`src/rtl/scpu_sram_scan_port.sv`:
```
// scpu_sram_scan_port: serial scan load/readback port and CPU/scan SRAM arbiter.
// Define SRAM_SCAN_CKSUM_EN to add the CKSUM session checksum output.
module scpu_sram_scan_port #(
  parameter int MEMORY_DATA_WIDTH = 8,
  parameter int MEMORY_ADDR_WIDTH = 10
) (
  input  logic                         CLK,
  input  logic                         RST,
  input  logic [1:0]                   CTRL_MODE,
  input  logic                         CTRL_BGN,
  input  logic                         LOAD_N,
  input  logic                         CTRL_SI,
  output logic                         CTRL_SO,
  output logic                         CTRL_RDY,
  output logic                         CPU_STALL,
  input  logic                         CPU_CEN,
  input  logic                         CPU_WEN,
  input  logic [MEMORY_ADDR_WIDTH-1:0] CPU_A,
  input  logic [MEMORY_DATA_WIDTH-1:0] CPU_D,
  output logic                         CEN_after_mux,
  output logic                         WEN_after_mux,
  output logic [MEMORY_ADDR_WIDTH-1:0] A_after_mux,
  output logic [MEMORY_DATA_WIDTH-1:0] D_after_mux,
  input  logic [MEMORY_DATA_WIDTH-1:0] Q_from_SRAM
`ifdef SRAM_SCAN_CKSUM_EN
  ,
  output logic [MEMORY_DATA_WIDTH-1:0] CKSUM
`endif
);
  localparam int DW = MEMORY_DATA_WIDTH;
  localparam int AW = MEMORY_ADDR_WIDTH;
  typedef enum logic [2:0] {IDLE, ADDR, WDATA, RFETCH, RLOAD, RDATA} state_t;
  state_t        state_q;
  logic          rd_q, wr_pend_q;
  logic [5:0]    cnt_q, cnt_d;
  logic [AW-1:0] ptr_q, ptr_inc, ptr_sh;
  logic [DW-1:0] shreg_q, wbuf_q, word_sh;
  logic          busy, start, last_a, last_d, rd_ahead, load;
  always_comb begin
    busy          = state_q != IDLE;
    start         = !busy && CTRL_BGN && (CTRL_MODE == 2'b01 || CTRL_MODE == 2'b10);
    last_a        = cnt_q == 6'(AW - 1);
    last_d        = cnt_q == 6'(DW - 1);
    cnt_d         = (state_q == ADDR ? last_a : last_d) ? '0 : cnt_q + 6'd1;
    ptr_inc       = ptr_q + AW'(1);
    ptr_sh        = AW'({ptr_q, CTRL_SI});
    word_sh       = {shreg_q[DW-2:0], CTRL_SI};
    // prefetch the next word so it arrives exactly as the last bit leaves
    rd_ahead      = state_q == RDATA && !LOAD_N && cnt_q == 6'(DW - 2);
    load          = !LOAD_N && (state_q == RLOAD || (state_q == RDATA && last_d));
    CTRL_RDY      = !busy;
    CPU_STALL     = busy;
    CTRL_SO       = state_q == RDATA && shreg_q[DW-1];
    CEN_after_mux = busy ? !(wr_pend_q || state_q == RFETCH || rd_ahead) : CPU_CEN;
    WEN_after_mux = busy ? !wr_pend_q : CPU_WEN;
    A_after_mux   = busy ? ptr_q : CPU_A;
    D_after_mux   = busy ? wbuf_q : CPU_D;
  end
  always_ff @(posedge CLK or posedge RST) begin
    if (RST) begin
      state_q   <= IDLE;
      rd_q      <= 1'b0;
      cnt_q     <= '0;
      ptr_q     <= '0;
      shreg_q   <= '0;
      wbuf_q    <= '0;
      wr_pend_q <= 1'b0;
    end else begin
      // a buffered word is written even in the cycle a session aborts
      if (wr_pend_q) begin
        ptr_q     <= ptr_inc;
        wr_pend_q <= 1'b0;
      end
      if (!busy) begin
        if (start) begin
          state_q <= ADDR;
          rd_q    <= CTRL_MODE[1];
          cnt_q   <= '0;
        end
      end else if (LOAD_N) begin
        state_q <= IDLE;
      end else begin
        case (state_q)
          ADDR: begin
            ptr_q <= ptr_sh;
            cnt_q <= cnt_d;
            if (last_a) state_q <= rd_q ? RFETCH : WDATA;
          end
          WDATA: begin
            shreg_q <= word_sh;
            cnt_q   <= cnt_d;
            if (last_d) begin
              wbuf_q    <= word_sh;
              wr_pend_q <= 1'b1;
            end
          end
          RFETCH: state_q <= RLOAD;
          RLOAD, RDATA: begin
            shreg_q <= load ? Q_from_SRAM : shreg_q << 1;
            if (load) ptr_q <= ptr_inc;
            if (state_q == RDATA) cnt_q <= cnt_d;
            else state_q <= RDATA;
          end
          default: state_q <= IDLE;
        endcase
      end
    end
  end
`ifdef SRAM_SCAN_CKSUM_EN
  logic [DW-1:0] cksum_q;
  always_ff @(posedge CLK or posedge RST) begin
    if (RST) cksum_q <= '0;
    else if (start) cksum_q <= '0;
    else if (wr_pend_q) cksum_q <= cksum_q ^ wbuf_q;
    else if (load) cksum_q <= cksum_q ^ Q_from_SRAM;
  end
  assign CKSUM = cksum_q;
`endif
endmodule

```
`config.mk`:
```
export PLATFORM = sky130hd
export DESIGN_NAME = scpu_sram_scan_port
export DESIGN_NICKNAME = d
export VERILOG_FILES = /design/src/rtl/scpu_sram_scan_port.sv
export SDC_FILE = /design/constraint.sdc
export NUM_CORES = 1
export LEC_CHECK = 0
export CELL_PAD_IN_SITES_DETAIL_PLACEMENT = 1
export CELL_PAD_IN_SITES_GLOBAL_PLACEMENT = 1
export CORE_MARGIN = 10
export CORE_UTILIZATION = 48
export CTS_BUF_LIST = sky130_fd_sc_hd__clkbuf_8
export DETAILED_ROUTE_END_ITERATION = 8
export DONT_BUFFER_PORTS = 1
export GPL_TIMING_DRIVEN = 0
export PLACE_DENSITY = 0.91
export SLEW_MARGIN = 20
export SYNTH_ARGS = -nofsm -noshare
export SYNTH_HDL_FRONTEND = slang
export SYNTH_SLANG_ARGS = --single-unit
```
`constraint.sdc`:
```
create_clock -name CLK -period 2.4 [get_ports CLK]
set_input_delay 0.48 -clock CLK [delete_from_list [all_inputs] [get_ports CLK]]
set_output_delay 0.48 -clock CLK [all_outputs]
set_load 0.03 [all_outputs]
```
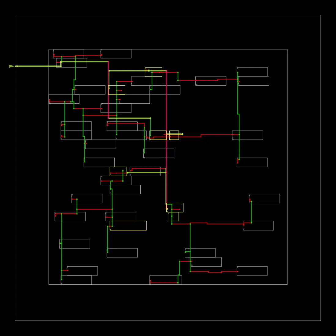
Figure 1: clock routing.
TritonCTS Sinks: 37
power drawn by the clock network: 0.571 mW
number of buffers inserted during clock tree synthesis: 5
clock buf count: 5

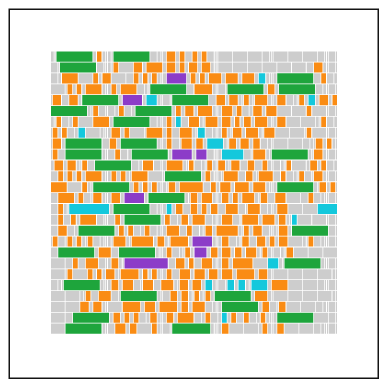
Figure 2: placement by cell class.
Scale: 4 px per µm. Fill, decap, tap and diode cells in grey.
- remaining logic cells: orange (cells 257)
- remaining buffers and delay cells: cyan (cells 18)
- clock drivers and dummy loads: purple (cells 8)
- registers: green (cells 37)
post-route cell area: 2820 µm²
Placement Rows: 26
Core Region: 5070 µm²
flop share of the area: 0.329
fin util: 0.556

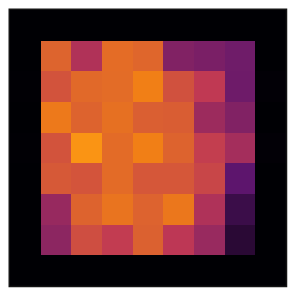
Figure 3: cell area per tile.
Scale: 3 px per µm. The die is cut into 9 by 9 equal tiles; black is low, pale yellow is high, 0 to 100% covered.
- mean over tiles: 32%
- nearly empty tiles: 40%
- fullest tile: 77%
- tiles over 75% full: 1.2%

==> impl_results.rst <==
Implementation results
======================

.. list-table::
   :header-rows: 1

   * - Metric
     - Value
   * - Run status
     - finished, final reports clean
   * - Initial DRT Pass Iterations
     - 4
   * - Worst-case hold slack
     - 0.0290 ns
   * - Relative max-transition margin
     - 0.587
   * - Sequential cell area fraction in the yosys report
     - 0.373
   * - Final setup violation count
     - 0
   * - Post-DP Area
     - 2600 µm²
   * - ANT cells
     - 0
   * - PortBufs
     - 0
   * - Drt wl/cell
     - 20.1 µm
   * - P_int
     - 1.45 mW
   * - Area of the die
     - approximately 8400 µm²
   * - Clock-pin slew reported for the worst setup and hold paths after clock tree synthesis
     - 0.09 ns
   * - Number of top-level pins
     - between 50 and 60
   * - Layout Cells excl Fill
     - 390
   * - Share of the final layout cell area in multi-input gates
     - 0.533
   * - Fraction of the mapped netlist area in simple logic gates
     - 0.277
   * - Seq. cell area
     - 927 µm²
   * - Max VDD drop
     - ~530 µV
   * - Worst slack after detailed placement
     - -0.285 ns
   * - Global-route wire length before repair
     - 13200 µm
   * - Layout cell share with drive strength beyond 1
     - 0.191
   * - Power density over cell area
     - 999 nW/µm²
   * - Worst-case register-to-register setup slack
     - 0.36 ns
   * - Combinational Gates
     - 245
   * - Die outline height
     - 91.9 µm
   * - R2R depth
     - 5
   * - Non-clock inverters
     - 12
   * - Net Sw Power
     - 1.37 mW
   * - Well-tap cell count
     - roughly 70
   * - RSZ-0062 raised after global routing
     - no
   * - CP bufs+invs
     - 1
   * - R2R Path Start
     - state_q[0]$_DFFE_PP0P_
   * - Most common logic cell in the routed design
     - nand2_1
   * - Leak pwr
     - approximately 1.2 nW
   * - Number of cells in Yosys stat
     - 311
   * - Area fraction in compound gates after synthesis
     - 0.193
   * - Cell accounting for the most synthesized area
     - dfrtp_1
   * - FF-to-FF End
     - cnt_q[5]$_DFFE_PP0P_
   * - Signal buf overhead
     - 0.0510
   * - Post-synthesis xor/xnor area fraction
     - 0.0459
   * - Area reported by Yosys stat
     - 2480 µm²
   * - Relative area change from synthesis to final layout
     - 13.7%
   * - DIE WIDTH
     - 91.9 µm
   * - Post-route clock skew
     - 0.00951 ns
   * - Remaining global-route overflow
     - 0
   * - Category of the worst setup path capture point
     - output pin
   * - Pin count of the biggest net entering global routing
     - 25
   * - Syn avg cell area
     - 7.98 µm²
   * - Length of routed met2 wiring
     - 3940 µm
   * - Grt met3 use
     - 0.0522
   * - Number of buffers on the longest clock path
     - 2
   * - Largest registers
     - ptr_q (10), shreg_q (8), wbuf_q (8)
   * - Antenna violations before repair
     - 0
   * - Met2 Use GR
     - 0.322
   * - DRC violations left
     - 0
   * - Slew at the pin closest to its max-slew limit
     - 0.616 ns
   * - Final clock-cell share
     - 0.0408
   * - Max Fanout on Critical Path
     - 10
   * - Hold buffers post-CTS
     - 0
   * - Synth async-reset ratio
     - 1.00
   * - Leading cell types in the layout, fill and taps excluded
     - nand2_1 (66), dfrtp_1 (36), nor2_1 (23)
   * - Final worst-path cycle share
     - 0.991
Power and IR drop assume default switching activity.
